==> config.mk <==
export PLATFORM = sky130hd
export DESIGN_NAME = sram_arbiter
export DESIGN_NICKNAME = d
export VERILOG_FILES = /design/src/rtl/sram_arbiter.sv
export SDC_FILE = /design/constraint.sdc
export NUM_CORES = 1
export LEC_CHECK = 0
export CAP_MARGIN = 20
export CORE_ASPECT_RATIO = 1.75
export CORE_MARGIN = 2
export CORE_UTILIZATION = 41
export CTS_BUF_LIST = sky130_fd_sc_hd__clkbuf_2
export DETAILED_ROUTE_END_ITERATION = 16
export HOLD_SLACK_MARGIN = 0.1
export PLACE_DENSITY = 0.88
export SYNTH_ARGS = -nofsm -noshare
export SYNTH_HDL_FRONTEND = slang
export SYNTH_SLANG_ARGS = --single-unit
export TNS_END_PERCENT = 100
==> constraint.sdc <==
create_clock -name clk -period 1.75 [get_ports clk]
set_clock_uncertainty 0.1 [all_clocks]
set_input_delay 0.35 -clock clk [delete_from_list [all_inputs] [get_ports clk]]
set_output_delay 0.35 -clock clk [all_outputs]
set_load 0.02 [all_outputs]
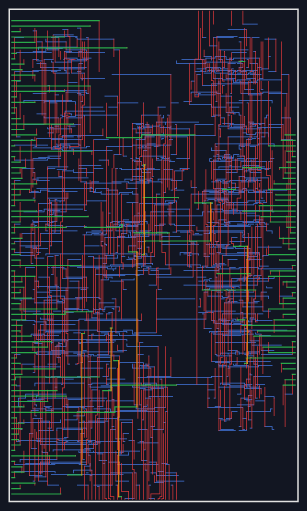
run_1/layers.png
Drawn at 4 px/um.
red -> M2  # wire length 5060 um
blue -> M1  # wire length 3570 um
green -> M3  # wire length 912 um
orange -> M4  # wire length 185 um
total track usage: 22.9%
Vias: 3260
final wirelength: 9730 um
Routed WL per cell: 16.3 um

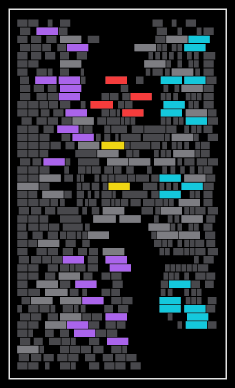
run_1/ff_map.png
Drawn at 3 px/um. Other sequential cells in the stronger grey, the rest of the logic in the fainter grey.
cyan -> p0_rdat  # flops 16
purple -> sram_adr  # flops 19
yellow -> r_state  # flops 2
red -> r_cnt  # flops 4, where north
area taken by flip-flops and latches: 1630 sq um
sequential power: 2.05 mW
final core utilization: 66.0%
Seq/total area: 31.4%

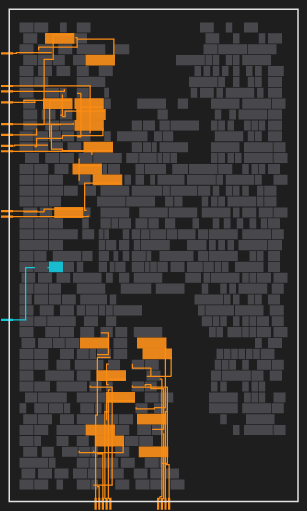
run_1/port_trees.png
Drawn at 4 px/um.
orange -> sram_adr  # bits 19, direction output, edge 10 west, 9 south, end cells 19, wire 707 um
cyan -> p0_we  # bits 1, direction input, edge west, end cells 1, wire 19.3 um
io pins: 167
input/output buffers: 166

==> out/results.ini, run 1 <==
[drt]
via_per_inst=5.47
drtIter0Drc=90
dr_wl_met2_um=5060
dr.max_layer_used=met4
ant_nets=0

[yosys]
aoi_share_pct=22.7
syn_area_per_cell_sq_um=10.0
syn_nets=424
top_area_share_pct=49.1
yosysChipArea_sq_um=3300
ff_type=dfxtp_1
yosys-stat-cells=330
top_cells_by_area=dfxtp_1, mux2i_1, o2bb2ai_1
edf_count=0
synth_area_leader_cell=dfxtp_1
syn_inst=330
ys_sh_xor_pct=0

[floorplan]
fp_util_pct=42.0
nWellTaps=90
chipArea_sq_um=8810

[timing]
fmax_mhz=596
fin_crit_ns=1.68
worstMarginPinSlew_ns=0.373
slew_headroom_pct=75.1
min_period_over_period_pct=95.9

[layout]
final-comb-area_sq_um=1550
final_layout_top_logic_cell=clkdlybuf4s50_1
nNonClkInverters=6
syn2layout_area_growth_pct=57.1
nonClkBufAreaFrac_pct=34.6
design_area_sq_um=5180
clock_buffer_count=10

[global_route]
use_met1_pct=24.3
grt_max_degree=36
top_usage_layer=met2
grt.met3_usage_pct=7.72

[run]
cap_violations=0

[clock_tree]
cts_tree=done
cts-htree-levels=3
numCtsBuffers=9
clk_latency_ns=0.51

[hold_path]
holdPathStages=3

[setup_path]
critical_path_peak_fanout=2
cp-end-kind=output pin
required_ns=1.30

[pwr]
power-top-group=registers

[placement]
placed_cell_area_sq_um=5190

[run_status]
status=finished clean

==> run 2: changes to the inputs <==
--- a/config.mk
+++ b/config.mk
@@ -7,7 +7,6 @@
 export LEC_CHECK = 0
 export CAP_MARGIN = 20
 export CORE_ASPECT_RATIO = 1.75
-export CORE_MARGIN = 2
 export CORE_UTILIZATION = 41
 export CTS_BUF_LIST = sky130_fd_sc_hd__clkbuf_2
 export DETAILED_ROUTE_END_ITERATION = 16
==> out/results.ini, run 2 <==
[run_status]
status=finished clean

[layout]
nNonClkInverters=6  ; unchanged
design_area_sq_um=5120  ; -1.2%
final-comb-area_sq_um=1550  ; +0.24%
clock_buffer_count=12  ; +2

[yosys]
top_cells_by_area=dfxtp_1, mux2i_1, o2bb2ai_1
synth_area_leader_cell=dfxtp_1
ff_type=dfxtp_1
yosys-stat-cells=330  ; unchanged
yosysChipArea_sq_um=3300  ; unchanged
syn_inst=330  ; unchanged
ys_sh_xor_pct=0  ; unchanged
edf_count=0  ; unchanged
syn_nets=424  ; unchanged

[pwr]
p_seq_mw=2.05  ; about the same
power-top-group=registers

[drt]
wirelength_um=9340  ; -3.9%
via_per_inst=5.50  ; +0.51%
via_count=3271  ; +0.34%
dr_wl_met2_um=4810  ; -5.1%
dr.max_layer_used=met4
ant_nets=0  ; unchanged
drtIter0Drc=141  ; +57%

[run]
cap_violations=0  ; unchanged

[timing]
min_period_over_period_pct=97.4  ; +1.5 points
fin_crit_ns=1.70  ; +0.0255 ns
slew_headroom_pct=74.3  ; -0.80 points
fmax_mhz=587  ; -1.5%

[setup_path]
critical_path_peak_fanout=2  ; unchanged
required_ns=1.30  ; about the same

[clock_tree]
clk_latency_ns=0.55  ; +0.04 ns
numCtsBuffers=9  ; unchanged
cts-htree-levels=3  ; unchanged

[floorplan]
nWellTaps=90  ; unchanged
chipArea_sq_um=8430  ; -4.4%
fp_util_pct=42.0  ; unchanged

[placement]
io_buffers=166  ; unchanged
placed_cell_area_sq_um=5190  ; unchanged

[global_route]
top_usage_layer=met2
grt_max_degree=36  ; unchanged

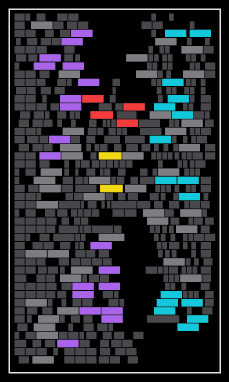
run_2/ff_map.png
Drawn at 3 px/um. Other sequential cells in the stronger grey, the rest of the logic in the fainter grey.
yellow -> r_state  # flops 2
cyan -> p0_rdat  # flops 16
purple -> sram_adr  # flops 19
red -> r_cnt  # flops 4, where north
final core utilization: 65.2%
Seq/total area: 31.8%
area taken by flip-flops and latches: 1630 sq um

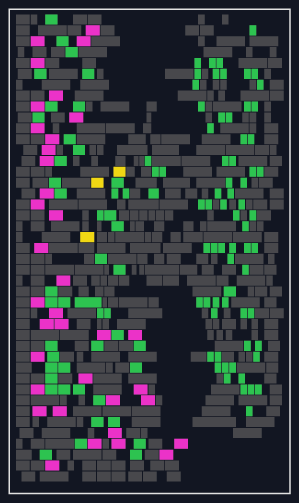
run_2/gates.png
Drawn at 4 px/um.
green -> aoi and oai cells  # cells 114, where widely spread
yellow -> non-inverting ao/oa cells  # cells 3
magenta -> mux cells  # cells 36, most used mux2i_1
combinational share of cell area: 30.2%
Top cell excl fill/tap: clkdlybuf4s50_1
Layout Cells excl Fill: 595

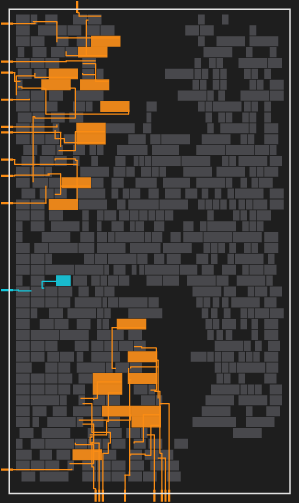
run_2/port_trees.png
Drawn at 4 px/um.

Power is estimated from default activity; no workload was simulated.
